### Gate families picked out, run 1

Scale: 2 px per micron.
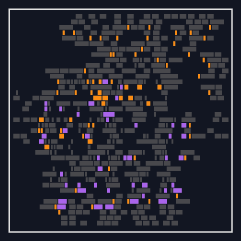
### Clock network drawn from the DEF, run 1

Scale: 2 px per micron.
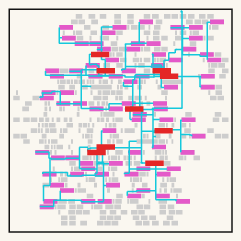
### Metal layers overlaid, run 1

Scale: 4 px per micron.
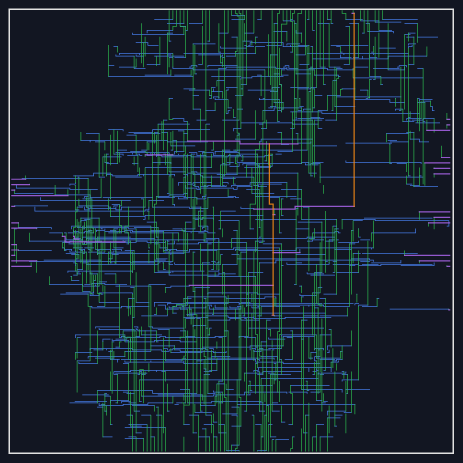
### src/rtl/vram_arbiter_if.sv
// Bus bundle between the VRAM arbiter and its display, CPU and RAM neighbours.
// The master modport is the arbiter's view; slave is the surrounding environment.
interface vram_arbiter_if #(
    parameter int unsigned ADDR_W = 18,
    parameter int unsigned DATA_W = 8
) ();
    logic              disp_req;
    logic [ADDR_W-1:0] disp_addr;
    logic              disp_valid;
    logic [DATA_W-1:0] disp_data;
    logic              cpu_req;
    logic              cpu_we;
    logic [ADDR_W-1:0] cpu_addr;
    logic [DATA_W-1:0] cpu_wdata;
    logic              cpu_ack;
    logic [DATA_W-1:0] cpu_rdata;
    logic              mem_en;
    logic              mem_we;
    logic [ADDR_W-1:0] mem_addr;
    logic [DATA_W-1:0] mem_wdata;
    logic [DATA_W-1:0] mem_rdata;

    modport master (
        input  disp_req, disp_addr, cpu_req, cpu_we, cpu_addr, cpu_wdata, mem_rdata,
        output disp_valid, disp_data, cpu_ack, cpu_rdata, mem_en, mem_we, mem_addr, mem_wdata
    );

    modport slave (
        output disp_req, disp_addr, cpu_req, cpu_we, cpu_addr, cpu_wdata, mem_rdata,
        input  disp_valid, disp_data, cpu_ack, cpu_rdata, mem_en, mem_we, mem_addr, mem_wdata
    );
endinterface

### src/rtl/vram_arbiter.sv
// Single-port screen RAM arbiter: display fetch has priority, CPU gets best-effort slots
// with a starvation bound. One RAM access per cycle, all outputs registered.
module vram_arbiter #(
    parameter int unsigned ADDR_W       = 18,
    parameter int unsigned DATA_W       = 8,
    parameter int unsigned STARVE_LIMIT = 64
) (
    input  logic           clk,
    input  logic           rst,
    vram_arbiter_if.master bus
);
    localparam int unsigned CntW = $clog2(STARVE_LIMIT + 1);

    typedef enum logic [2:0] {StIdle, StWrite, StRead0, StRead1, StHold} cpu_st_e;

    cpu_st_e           st_q, st_d;
    logic              pend_v_q, pend_v_d;
    logic [ADDR_W-1:0] pend_addr_q, pend_addr_d;
    logic [CntW-1:0]   wait_cnt_q, wait_cnt_d;
    logic              mem_en_q, mem_en_d;
    logic              mem_we_q, mem_we_d;
    logic [ADDR_W-1:0] mem_addr_q, mem_addr_d;
    logic [DATA_W-1:0] mem_wdata_q, mem_wdata_d;
    logic              disp_rd0_q, disp_rd0_d;
    logic              disp_rd1_q, disp_rd1_d;
    logic              disp_valid_q, disp_valid_d;
    logic [DATA_W-1:0] disp_data_q, disp_data_d;
    logic              cpu_ack_q, cpu_ack_d;
    logic [DATA_W-1:0] cpu_rdata_q, cpu_rdata_d;
    logic              cpu_elig, force_cpu, cpu_issue;

    always_comb begin
        cpu_elig  = bus.cpu_req && (st_q == StIdle);
        // Forcing is blocked while pend is occupied so a deferred fetch is never overwritten.
        force_cpu = cpu_elig && !pend_v_q && (wait_cnt_q >= CntW'(STARVE_LIMIT));

        pend_v_d    = pend_v_q;
        pend_addr_d = pend_addr_q;
        mem_en_d    = 1'b0;
        mem_we_d    = 1'b0;
        mem_addr_d  = mem_addr_q;
        mem_wdata_d = mem_wdata_q;
        disp_rd0_d  = 1'b0;
        cpu_issue   = 1'b0;

        if (pend_v_q) begin
            mem_en_d    = 1'b1;
            mem_addr_d  = pend_addr_q;
            disp_rd0_d  = 1'b1;
            pend_v_d    = bus.disp_req;
            if (bus.disp_req) begin
                pend_addr_d = bus.disp_addr;
            end
        end else if (bus.disp_req && !force_cpu) begin
            mem_en_d   = 1'b1;
            mem_addr_d = bus.disp_addr;
            disp_rd0_d = 1'b1;
        end else if (cpu_elig) begin
            mem_en_d    = 1'b1;
            mem_we_d    = bus.cpu_we;
            mem_addr_d  = bus.cpu_addr;
            mem_wdata_d = bus.cpu_wdata;
            cpu_issue   = 1'b1;
            if (bus.disp_req) begin
                pend_v_d    = 1'b1;
                pend_addr_d = bus.disp_addr;
            end
        end

        if (!bus.cpu_req || cpu_issue) begin
            wait_cnt_d = '0;
        end else if ((st_q == StIdle) && (wait_cnt_q < CntW'(STARVE_LIMIT))) begin
            wait_cnt_d = wait_cnt_q + CntW'(1);
        end else begin
            wait_cnt_d = wait_cnt_q;
        end

        st_d        = st_q;
        cpu_ack_d   = 1'b0;
        cpu_rdata_d = cpu_rdata_q;
        unique case (st_q)
            StIdle: begin
                if (cpu_issue) begin
                    st_d = bus.cpu_we ? StWrite : StRead0;
                end
            end
            StWrite: begin
                cpu_ack_d = 1'b1;
                st_d      = StHold;
            end
            StRead0: st_d = StRead1;
            StRead1: begin
                cpu_ack_d   = 1'b1;
                cpu_rdata_d = bus.mem_rdata;
                st_d        = StHold;
            end
            StHold:  st_d = StIdle;
            default: st_d = StIdle;
        endcase

        // Display read tag follows the RAM pipeline: issue, data on the bus, registered out.
        disp_rd1_d   = disp_rd0_q;
        disp_valid_d = disp_rd1_q;
        disp_data_d  = disp_rd1_q ? bus.mem_rdata : disp_data_q;
    end

    always_ff @(posedge clk) begin
        if (rst) begin
            st_q         <= StIdle;
            pend_v_q     <= 1'b0;
            pend_addr_q  <= '0;
            wait_cnt_q   <= '0;
            mem_en_q     <= 1'b0;
            mem_we_q     <= 1'b0;
            mem_addr_q   <= '0;
            mem_wdata_q  <= '0;
            disp_rd0_q   <= 1'b0;
            disp_rd1_q   <= 1'b0;
            disp_valid_q <= 1'b0;
            disp_data_q  <= '0;
            cpu_ack_q    <= 1'b0;
            cpu_rdata_q  <= '0;
        end else begin
            st_q         <= st_d;
            pend_v_q     <= pend_v_d;
            pend_addr_q  <= pend_addr_d;
            wait_cnt_q   <= wait_cnt_d;
            mem_en_q     <= mem_en_d;
            mem_we_q     <= mem_we_d;
            mem_addr_q   <= mem_addr_d;
            mem_wdata_q  <= mem_wdata_d;
            disp_rd0_q   <= disp_rd0_d;
            disp_rd1_q   <= disp_rd1_d;
            disp_valid_q <= disp_valid_d;
            disp_data_q  <= disp_data_d;
            cpu_ack_q    <= cpu_ack_d;
            cpu_rdata_q  <= cpu_rdata_d;
        end
    end

    assign bus.mem_en     = mem_en_q;
    assign bus.mem_we     = mem_we_q;
    assign bus.mem_addr   = mem_addr_q;
    assign bus.mem_wdata  = mem_wdata_q;
    assign bus.disp_valid = disp_valid_q;
    assign bus.disp_data  = disp_data_q;
    assign bus.cpu_ack    = cpu_ack_q;
    assign bus.cpu_rdata  = cpu_rdata_q;
endmodule
### src/flat_wrapper.sv
// flat-port wrapper written by rule: the top's interface ports become plain ports
module vram_arbiter_flat 
#(
    parameter int unsigned ADDR_W       = 18,
    parameter int unsigned DATA_W       = 8,
    parameter int unsigned STARVE_LIMIT = 64
)
  (clk, rst, bus_disp_req, bus_disp_addr, bus_cpu_req, bus_cpu_we, bus_cpu_addr, bus_cpu_wdata, bus_mem_rdata, bus_disp_valid, bus_disp_data, bus_cpu_ack, bus_cpu_rdata, bus_mem_en, bus_mem_we, bus_mem_addr, bus_mem_wdata);
  vram_arbiter_if #(.ADDR_W(ADDR_W), .DATA_W(DATA_W)) bus_i ();
  input  logic clk;
  input  logic rst;
  input wire logic [$bits(bus_i.disp_req)-1:0] bus_disp_req;
  input wire logic [$bits(bus_i.disp_addr)-1:0] bus_disp_addr;
  input wire logic [$bits(bus_i.cpu_req)-1:0] bus_cpu_req;
  input wire logic [$bits(bus_i.cpu_we)-1:0] bus_cpu_we;
  input wire logic [$bits(bus_i.cpu_addr)-1:0] bus_cpu_addr;
  input wire logic [$bits(bus_i.cpu_wdata)-1:0] bus_cpu_wdata;
  input wire logic [$bits(bus_i.mem_rdata)-1:0] bus_mem_rdata;
  output wire logic [$bits(bus_i.disp_valid)-1:0] bus_disp_valid;
  output wire logic [$bits(bus_i.disp_data)-1:0] bus_disp_data;
  output wire logic [$bits(bus_i.cpu_ack)-1:0] bus_cpu_ack;
  output wire logic [$bits(bus_i.cpu_rdata)-1:0] bus_cpu_rdata;
  output wire logic [$bits(bus_i.mem_en)-1:0] bus_mem_en;
  output wire logic [$bits(bus_i.mem_we)-1:0] bus_mem_we;
  output wire logic [$bits(bus_i.mem_addr)-1:0] bus_mem_addr;
  output wire logic [$bits(bus_i.mem_wdata)-1:0] bus_mem_wdata;
  assign bus_i.disp_req = bus_disp_req;
  assign bus_i.disp_addr = bus_disp_addr;
  assign bus_i.cpu_req = bus_cpu_req;
  assign bus_i.cpu_we = bus_cpu_we;
  assign bus_i.cpu_addr = bus_cpu_addr;
  assign bus_i.cpu_wdata = bus_cpu_wdata;
  assign bus_i.mem_rdata = bus_mem_rdata;
  assign bus_disp_valid = bus_i.disp_valid;
  assign bus_disp_data = bus_i.disp_data;
  assign bus_cpu_ack = bus_i.cpu_ack;
  assign bus_cpu_rdata = bus_i.cpu_rdata;
  assign bus_mem_en = bus_i.mem_en;
  assign bus_mem_we = bus_i.mem_we;
  assign bus_mem_addr = bus_i.mem_addr;
  assign bus_mem_wdata = bus_i.mem_wdata;
  vram_arbiter #(.ADDR_W(ADDR_W), .DATA_W(DATA_W), .STARVE_LIMIT(STARVE_LIMIT)) u_core (.clk(clk), .rst(rst), .bus(bus_i));
endmodule
### config.mk
export PLATFORM = sky130hd
export DESIGN_NAME = vram_arbiter_flat
export DESIGN_NICKNAME = d
export VERILOG_FILES = /design/src/rtl/vram_arbiter_if.sv /design/src/rtl/vram_arbiter.sv /design/src/flat_wrapper.sv
export SDC_FILE = /design/constraint.sdc
export NUM_CORES = 1
export LEC_CHECK = 0
export ABC_AREA = 0
export ABC_CLOCK_PERIOD_IN_PS = 3200
export CORE_UTILIZATION = 28
export DETAILED_ROUTE_END_ITERATION = 7
export GPL_ROUTABILITY_DRIVEN = 0
export GPL_TIMING_DRIVEN = 0
export HOLD_SLACK_MARGIN = 0.1
export PLACE_DENSITY_LB_ADDON = 0.3
export SETUP_SLACK_MARGIN = 0.4
export SLEW_MARGIN = 20
export SYNTH_ARGS = -nofsm -noshare
export SYNTH_HDL_FRONTEND = slang
export SYNTH_SLANG_ARGS = --single-unit
### constraint.sdc
create_clock -name clk -period 3.2 [get_ports clk]
set_input_delay 0.64 -clock clk [delete_from_list [all_inputs] [get_ports clk]]
set_output_delay 0.64 -clock clk [all_outputs]
set_load 0.02 [all_outputs]
==> results.txt, run 1 <==
Figures from the flow reports.

Status:
- The run finished with clean final reports.

Worst setup path:
- For the worst reg-to-reg path, the startpoint reported by OpenROAD is u_core.st_q[0].
- Along the worst path, the maximum fanout reaches 10.
- The run gives the reg-to-reg endpoint as u_core.bus.mem_addr[4].
- The run gives the register-to-register path setup slack as approximately 1200 ps.
- The run gives the largest stage delay on the critical path as approximately 500 ps.
- The run gives the count of buffering cells on the critical path with inverters included as 3.

Route:
- The run puts the total routed wire length on the met1 layer at around 4100 microns.
- The run puts the number of vias per cell after detailed routing at roughly 4.6.
- Detailed routing placed a total of between 200 and 250 microns of wire on met3.
- The run gives the routed length on met2 as 4303 microns.
- The routed layout reports a DRC error count of 0.

Floorplan:
- The run puts the core utilization at floorplan at between 20% and 30%.
- The run gives the vertical die size as around 110 microns.
- After floorplanning, the core was sized to cover approximately 11000 sq um.

Worst hold path:
- Looking at the hold checks, the worst path lands on u_core.disp_rd1_q.

Timing:
- The run puts the clock period minus worst slack at ~2400 ps.
- The run gives the worst hold slack as between 400 and 500 ps.
- The run puts the final tally of max-slew violations at 0.

Clock network:
- CTS placed an instance of sky130_fd_sc_hd__clkbuf_16 at the clock tree root.
- The run gives the sink count of the clock tree as between 70 and 80.
- TritonCTS built the clock tree.
- The run gives the number of setup buffers added after CTS as 0.

Job:
- The run gives the tool warning count as 26.

Cells and area:
- The run puts the number of nets in the final layout at ~520.
- The run gives the combinational gate area as 1585 sq um.
- In the layout the commonest cells are sky130_fd_sc_hd__clkdlybuf4s50_1 (100), sky130_fd_sc_hd__dfxtp_1 (77), sky130_fd_sc_hd__mux2i_1 (57).
- The run puts the combinational fraction of the cell area at 32.87%.
- The run gives the summed area of non-filler cells in the final layout as a little under 5000 sq um.
- The run puts the share of cells above drive strength 1 at roughly 8.7%.

Synthesis:
- The run puts the post-synthesis instance area at roughly 3300 sq um.
- The run puts the mean post-synth cell area at 9.338 sq um.
- The run gives the synthesis area per yosys as 3306 sq um.

Global route:
- The run puts the met1 track demand over resource in global routing at 19.41%.
- The run puts the total global routing track utilization at between 10% and 20%.

Place:
- The placement report lists the number of port buffers as around 100.
- The run gives the final HPWL from detailed placement as 6318 microns.

Power:
- The run puts the peak ir drop on the vdd network at 243.7 uV.
- The power report lists the combinational group at 0.000357 W.
- The run puts the power per standard cell area at roughly 520 nW/um^2.
- The run gives the switching power as a share of total power as 23.32%.
- Ranked by power, first place goes to the clock network.
## Picture notes: 'Gate families picked out'
family	color	cells
inverting AOI/OAI gates	purple	43
NOR gates	orange	67
Commonest Layout Cell: sky130_fd_sc_hd__clkdlybuf4s50_1
number of standard cells in the layout, taps in and fillers out: 612

## Picture notes: 'Clock network drawn from the DEF'
[flip-flops] magenta | count: 77
[cells driving clock nets] red | count: 9
[clock wires] cyan | length: 1030 microns
routed clock nets	10
flops lie	widely spread
Final Skew: 5.184 ps
Clock net power: 0.00115 W
Clock Latency Late Sink: 320 ps
clock share of power: 45.6%

## Picture notes: 'Metal layers overlaid'
layer	color	wire length
met1	blue	4070 microns
met2	green	4300 microns
met3	purple	214 microns
met4	orange	92.0 microns
routed length per placed instance: 14.19 microns
final wirelength: 8683 microns
vias post-DR: 2819

run 1: cell families after synthesis:
kind of cell	count (synthesis)	share of synthesized area, %
multiplexers	57	17.26
AND/OR/NAND/NOR	136	19.30
XOR/XNOR	5	1.325
adder cells (fa/ha/maj)	1	0.3784
flip-flops	77	46.63
buffers and inverters	35	5.412
AND-OR/OR-AND	43	9.690
run 1: synth_stat cells, types with 2 or more instances:
cell                        n  area share (%)
sky130_fd_sc_hd__a211oi_1   5             1.1
sky130_fd_sc_hd__a211oi_2   8             3.0
sky130_fd_sc_hd__a21oi_1    8             1.2
sky130_fd_sc_hd__and3_1     4            0.76
sky130_fd_sc_hd__buf_2      5            0.76
sky130_fd_sc_hd__buf_4      2            0.45
sky130_fd_sc_hd__buf_6      3             1.0
sky130_fd_sc_hd__clkbuf_1  16             1.8
sky130_fd_sc_hd__dfxtp_1   77              47
sky130_fd_sc_hd__inv_1      6            0.68
sky130_fd_sc_hd__mux2i_1   57              17
sky130_fd_sc_hd__nand2_1   48             5.5
sky130_fd_sc_hd__nand4_1    9             1.7
sky130_fd_sc_hd__nor2_1    51             5.8
sky130_fd_sc_hd__nor2b_1    3            0.57
sky130_fd_sc_hd__nor3_1     2            0.30
sky130_fd_sc_hd__nor3b_1    6             1.4
sky130_fd_sc_hd__nor4_1     3            0.57
sky130_fd_sc_hd__o21ai_0   14             2.1
sky130_fd_sc_hd__o31ai_1    4            0.91
sky130_fd_sc_hd__or4b_2     4             1.2
sky130_fd_sc_hd__xor2_1     4             1.1
run 1: per-stage QoR:
| stage | worst slack, ps | util (%) |
|---|---|---|
| after floorplan | 1387 | - |
| after global placement | 454.5 | 39.12 |
| after detailed placement | 457.7 | 39.12 |
| after CTS | 795.4 | 42.06 |
| after global routing | 695.6 | 42.06 |
| final | 817.8 | 42.06 |
### The clock network, run 1

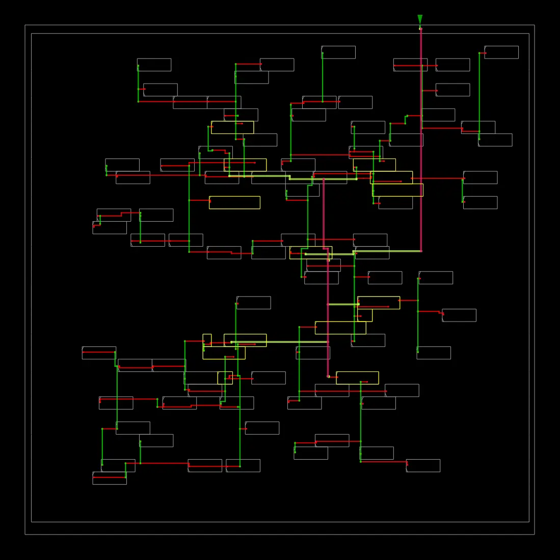

==> inputs of run 2 (changes only) <==
--- a/config.mk
+++ b/config.mk
@@ -6,7 +6,7 @@
 export NUM_CORES = 1
 export LEC_CHECK = 0
 export ABC_AREA = 0
-export ABC_CLOCK_PERIOD_IN_PS = 3200
+export ABC_CLOCK_PERIOD_IN_PS = 2300
 export CORE_UTILIZATION = 28
 export DETAILED_ROUTE_END_ITERATION = 7
 export GPL_ROUTABILITY_DRIVEN = 0
==> constraint.sdc (replaced) <==
create_clock -name clk -period 2.3 [get_ports clk]
set_input_delay 0.46 -clock clk [delete_from_list [all_inputs] [get_ports clk]]
set_output_delay 0.46 -clock clk [all_outputs]
set_load 0.02 [all_outputs]
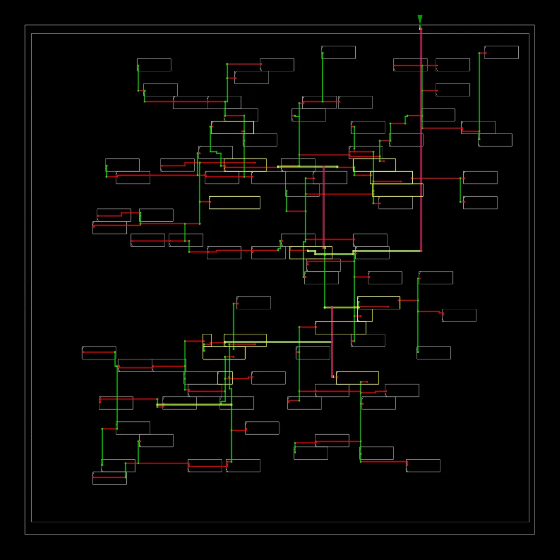
*The clock network, run 2*
tally of clock buffers in the finished layout: 9
Final Skew: 5.337 ps

==> run 2 against run 1 <==
Worst hold slack gained 0.62 ps; register-to-register slack worse by 600 ps; global-route usage hardly changed; combinational power is 44% higher; critical path type is now reg2out; critical endpoint is now bus_mem_addr[0]; largest cell class unchanged.
==> results.txt, run 2 <==
Figures from the flow reports.

Status:
- The flow ran to the end, and the final reports show no timing, DRC or antenna violations.

Power:
- The run gives the switching power as a share of total power as about a quarter.
- Per the power-grid run, VDD falls by no more than between 300 and 400 uV.
- The run gives the biggest power consumer among the groups as the clock network.
- The run gives the power per standard cell area as about 720 nW/um^2.
- The run puts the total clock network power at around 0.0016 W.

Timing:
- The run gives the final tally of max-slew violations as 0.
- The run gives the smallest setup slack after layout as 543.0 ps.
- The run gives the worst hold slack as about 440 ps.

Floorplan:
- The run gives the core utilization at floorplan as between 20% and 30%.
- The run puts the vertical die size at 110.7 microns.

Global route:
- The run puts the total global routing track utilization at approximately 15%.

Route:
- The run gives the routed wire length on met3 as between 200 and 250 microns.
- The run puts the number of vias per cell after detailed routing at between 4 and 5.
- The run puts the number of DRC violations after detailed routing at 0.
- The run gives the via count as between 2000 and 3000.
- The run gives the detailed-route wire length per cell as 14.23 microns.

Synthesis:
- In the post-synthesis netlist, the biggest area contributors are sky130_fd_sc_hd__dfxtp_1 (47%), sky130_fd_sc_hd__mux2i_1 (17%), sky130_fd_sc_hd__nor2_1 (5.8%).
- The run puts the mean post-synth cell area at between 9 and 10 sq um.
- The run puts the proportion of netlist area held by the largest area contributor at between 40% and 50%.
- After synthesis, the chip area reported by Yosys is roughly 3300 sq um.
- The run gives the cell accounting for the most synthesized area as sky130_fd_sc_hd__dfxtp_1.
- The run gives the most common cell in the netlist as sky130_fd_sc_hd__dfxtp_1.

Worst setup path:
- The run gives the reg-to-reg endpoint as u_core.pend_addr_q[2].
- In this run the register-to-register setup slack is between 500 and 600 ps.
- The number of buffers and inverters on the critical path is 1.
- Per the timing report, the most critical flop-to-flop path originates at u_core.st_q[0].
- The run gives the maximum net fanout on the critical path as 2.

Cells and area:
- Per the cell usage report, the commonest logic cell in the layout is sky130_fd_sc_hd__clkdlybuf4s50_1.
- The run puts the number of nets in the final layout at between 500 and 600.
- The run puts the number of standard cells in the final layout excluding fillers at 616.
- By instance count after routing, the leading logic cell types are sky130_fd_sc_hd__clkdlybuf4s50_1 (99), sky130_fd_sc_hd__dfxtp_1 (77), sky130_fd_sc_hd__mux2i_1 (57).

Place:
- Logged for this run, the post-placement worst setup slack is -262.3 ps.
- The run gives the number of buffer cells added on primary ports as about 100.
- The run gives the final HPWL from detailed placement as between 6000 and 7000 microns.

Clock network:
- TritonCTS reports the number of clock sinks as about 77.
- TritonCTS built the clock tree.
- The run gives the clock network latency to the later pin of the worst-skew pair as ~320 ps.
-- run 2: what timing repair did --
| item | 4_1_cts | 5_1_grt |
|---|---|---|
| setup buffers | 0 | 4 |
| hold buffers | 0 | 0 |
| pin swaps | 0 | 0 |
| gates resized | 5 | 12 |
| setup endpoints to repair | 21 | 35 |
| endpoints found under the hold margin | 0 | 0 |
-- run 2: stage by stage --
stage               power, W  area [sq um]  util [%]
global placement    0.001940          4486     39.12
floorplan           0.001695          3306         -
finish              0.003537          4928     42.98
detailed placement  0.001945          4486     39.12
global route        0.003686          4928     42.98
CTS                 0.003573          4841     42.21
-- run 2: per-layer routing --
layer	vias up	global-route usage, %
li1	1444	-
met1	1370	19.58
met2	44	24.93
met3	7	2.570
met4	0	4.356
met5	-	0
-- run 2: kinds of logic (layout without fill, tap and decap cells) --
| kind of cell | count (synthesis) | count (layout) | synth area share [%] |
|---|---|---|---|
| and+or+nand+nor | 136 | 136 | 19.30 |
| adders and majority gates | 1 | 1 | 0.3784 |
| buffers and inverters | 35 | 154 | 5.412 |
| muxes | 57 | 57 | 17.26 |
| DFF | 77 | 77 | 46.63 |
| AOI/OAI and AO/OA | 43 | 43 | 9.690 |
| xor gates and xnor gates | 5 | 5 | 1.325 |
-- run 2: worst min-delay path by stage --
stage                       from                 to  slack [ps]  depth (start not counted)
2_1_floorplan  u_core.disp_rd0_q  u_core.disp_rd1_q         410                          1
3_3_place_gp   u_core.disp_rd0_q  u_core.disp_rd1_q         430                          1
3_5_place_dp   u_core.disp_rd0_q  u_core.disp_rd1_q         430                          1
4_1_cts        u_core.disp_rd0_q  u_core.disp_rd1_q         440                          1
5_1_grt        u_core.disp_rd0_q  u_core.disp_rd1_q         460                          1
6_report       u_core.disp_rd0_q  u_core.disp_rd1_q         440                          1
No activity file was given, so power comes from the tool's default toggle rates.
